layers.png
Drawn at 4 px/um. Two of the layers only.
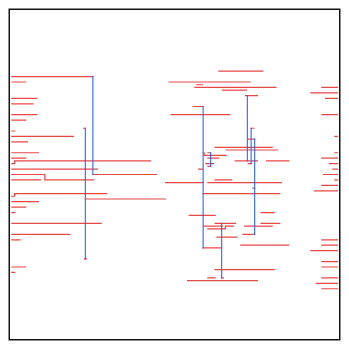
ff_map.png
Drawn at 6 px/um.
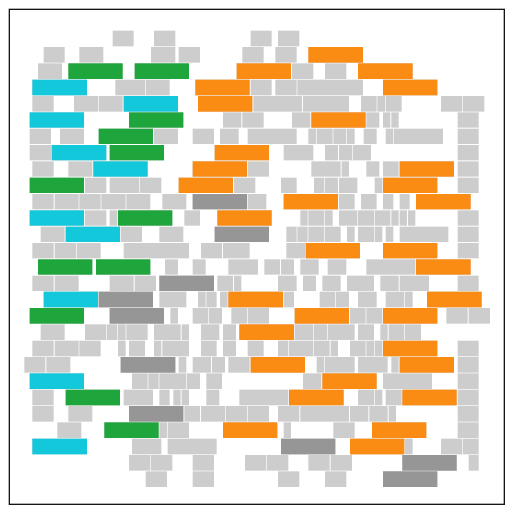
==> config.mk <==
export PLATFORM = sky130hd
export DESIGN_NAME = referee_nch_flat
export DESIGN_NICKNAME = d
export VERILOG_FILES = /design/src/rtl/referee_nch_if.sv /design/src/rtl/referee_nch.sv /design/src/flat_wrapper.sv
export SDC_FILE = /design/constraint.sdc
export NUM_CORES = 1
export LEC_CHECK = 0
export CAP_MARGIN = 15
export CORE_MARGIN = 2
export CORE_UTILIZATION = 50
export CTS_CLUSTER_DIAMETER = 50
export DETAILED_ROUTE_END_ITERATION = 16
export HOLD_SLACK_MARGIN = 0.1
export PLACE_DENSITY = 0.77
export SKIP_CTS_REPAIR_TIMING = 1
export SLEW_MARGIN = 20
export SYNTH_ARGS = -nofsm -noshare
export SYNTH_HDL_FRONTEND = slang
export SYNTH_SLANG_ARGS = --single-unit
==> constraint.sdc <==
create_clock -name clk -period 2.65 [get_ports clk]
set_input_delay 0.53 -clock clk [delete_from_list [all_inputs] [get_ports clk]]
set_output_delay 0.53 -clock clk [all_outputs]
set_load 0.005 [all_outputs]
==> results.txt <==
impl run done, here's what came out: status=complete, no violations, Peak supply drop=about 630 uV, Synth area leaders=dfrtp_1 52%, mux2_2 8.8%, mux4_2 6.6%, Seq share, synth=between 50% and 60%, initial antenna violation count=0, R2R Setup Slk=0.20 ns, number of cells in Yosys stat=about 240, Reg2Reg Depth=5, Period minus WS final=between 2 and 2.5 ns, P_leak=0.00171 uW, crit end category=flop, fraction of layout cells with a size suffix above 1=approximately a fifth, highest clock rate=~0.41 GHz, clk_skew=roughly 0.0075 ns, Die Width=between 80 and 90 um, final setup violation count=0, worst endpoint required time=roughly 2.9 ns, Nets at Floorplan=268, Synth top area share=a little over half, asr flop ratio synth=100%, FP Util=51.7%, Synth warnings=0, Worst Tran Pin Value=roughly 0.79 ns, core area=about 5900 sq um, RSZ-0062 raised after global routing=no, Yosys top cell by area=dfrtp_1, IO Count=69, Synth top cell by count=dfrtp_1, Clock Pin Slew Worst Setup and Hold Paths=about 0.070 ns, I/O Buffers=between 60 and 70, ys flop type=dfrtp_1, pin count of the biggest net entering global routing=65, max_cap viols=0, area grow syn2layout=31.3%, chip area=6770 sq um, YS chip area=a little over 3000 sq um, die height=82.3 um, vias in the first global route=around 2,400, first-pass GRT wire length=about 12,000 um, antenna viol nets, final=0, CP max FO=9, max FFs per register=32, flip-flops with a built-in enable=0, initial DRC count=191, tool warnings=30, Final Hold Violating Endpoints=0, CTS H-tree lvls=3, Site Rows=28, HPWL Detailed=slightly below 5000 um, Place WS=about 0.18 ns, ant diodes=0, GPL Wtd Cong=slightly below 0.9, gr ovfl total=0, Worst Setup Start Kind=flop, vias per cell=approximately 6.0, Pwr Density=roughly 950 nW/um^2, CTS root buffer=clkbuf_8, Worst Hold Class=input port to asynchronous set/reset pin, Yosys reg bits=64, Post-DP Area=~3800 sq um, Skew-Pair Late Insertion Delay=0.34 ns, Cells after Synth=between 200 and 250, DRC=0, DR pass1 iterations=5, most frequent cells after synthesis=64 x dfrtp_1, 25 x nand2_1, 24 x mux2_2, TritonCTS clock tree=done, post-synthesis cell area=just over 3000 sq um, Yosys cell types=approximately 40, final layout net count=~340, Rel. slew slack=47.1%, Max Buffers Root-to-Sink=2, WP data arrival=between 2 and 3 ns, fin crit share=between 90 and 100%, Post-Layout Inst Area=approximately 4000 sq um, Fin Setup TNS=0 ns, Pins Over Slew Limit=0, cts bufs inserted=9, total power draw=3820 uW, Sink Count=between 60 and 70, setup ws final=about 0.2 ns, syn avg cell area=12.6 sq um, kind of critical path=flop to flop
## Picture notes: layers.png
Red marks M3, wire length 631 um. Blue marks M4, wire length 158 um.
total global-route track usage: 23.1%
routed via count: 2,393
WL/cell: 17.9 um
routed wire length: 7080 um

## Picture notes: ff_map.png
Orange marks `u_core.bus.count_out`, flops 32. Cyan marks `u_core.hold_q`, flops 10. Green marks `u_core.bus.data_out`, flops 12.
Final Util: 67.9%
flop share of the area: 39.8%
FF+latch area: 1600 sq um
sequential power: 1450 uW

[critical path, stage by stage, from the launching register on]
cell and delay (ns):
dfrtp_1 0.48, mux4_2 0.45, ha_1 0.31, nand3_1 0.33
or3_4 0.50, a32o_1 0.27
[cell type report]
cell class              instances  area (sq um)
repair buffers                 77           743
fillers                       452          1900
inverters                      12          45.0
multi-input cells             152          1320
well taps                      75          93.8
flip-flops and latches         64          1600
clock buffers                  11           141
clock inverters                 5          80.1
[stage by stage]
stage               instances  hold WS (ns)
floorplan                 243         0.234
global placement          380         0.480
detailed placement        380         0.491
CTS                       396         0.387
global route              396         0.424
finish                    396         0.349
[report_power, final]
group	leakage [uW]	switching [uW]	internal [uW]
registers	0.000828	180	1270
logic	0.000773	617	814
clock network	0.000106	383	554
total	0.00171	1180	2640
[layer usage]
metal | up-vias | share of wire [%] | global-route usage, %
li1 | 1063 | - | -
met1 | 1189 | 40 | 29.1
met2 | 121 | 49 | 36.7
met3 | 20 | 8.9 | 7.28
met4 | 0 | 2.2 | 10.3
met5 | - | 0 | 0
[cell usage in the layout (no fill, tap or decap), types with 2 or more instances in the layout]
cell type        count
o211ai_1            19
clkbuf_8            10
a31oi_1              2
mux4_2               9
o2111ai_1            2
buf_4                9
nand4_1              5
ha_1                 6
nand2_1             25
mux2_2              24
inv_1               12
nor3b_1              2
and3_1               2
a32o_1               8
o21ai_1              2
clkinvlp_4           2
and3b_1              2
a22o_1              12
nor2_1               2
nand3_1              5
o21ai_0              2
bufinv_16            2
or3_1                2
dfrtp_1             64
nand2b_1             3
and4_1               2
and2_1               3
clkdlybuf4s50_1     67
[logic make-up after synthesis]
group | count (synthesis) | synth area share [%]
AND-OR/OR-AND | 50 | 13.2
XOR/XNOR | 1 | 0.286
adder cells (fa/ha/maj) | 6 | 2.45
buffers and inverters | 27 | 4.70
flip-flops | 64 | 52.3
multiplexers | 34 | 15.8
AND/OR/NAND/NOR | 61 | 11.3
Power figures rest on the tool's default switching activity, not on a simulated workload.
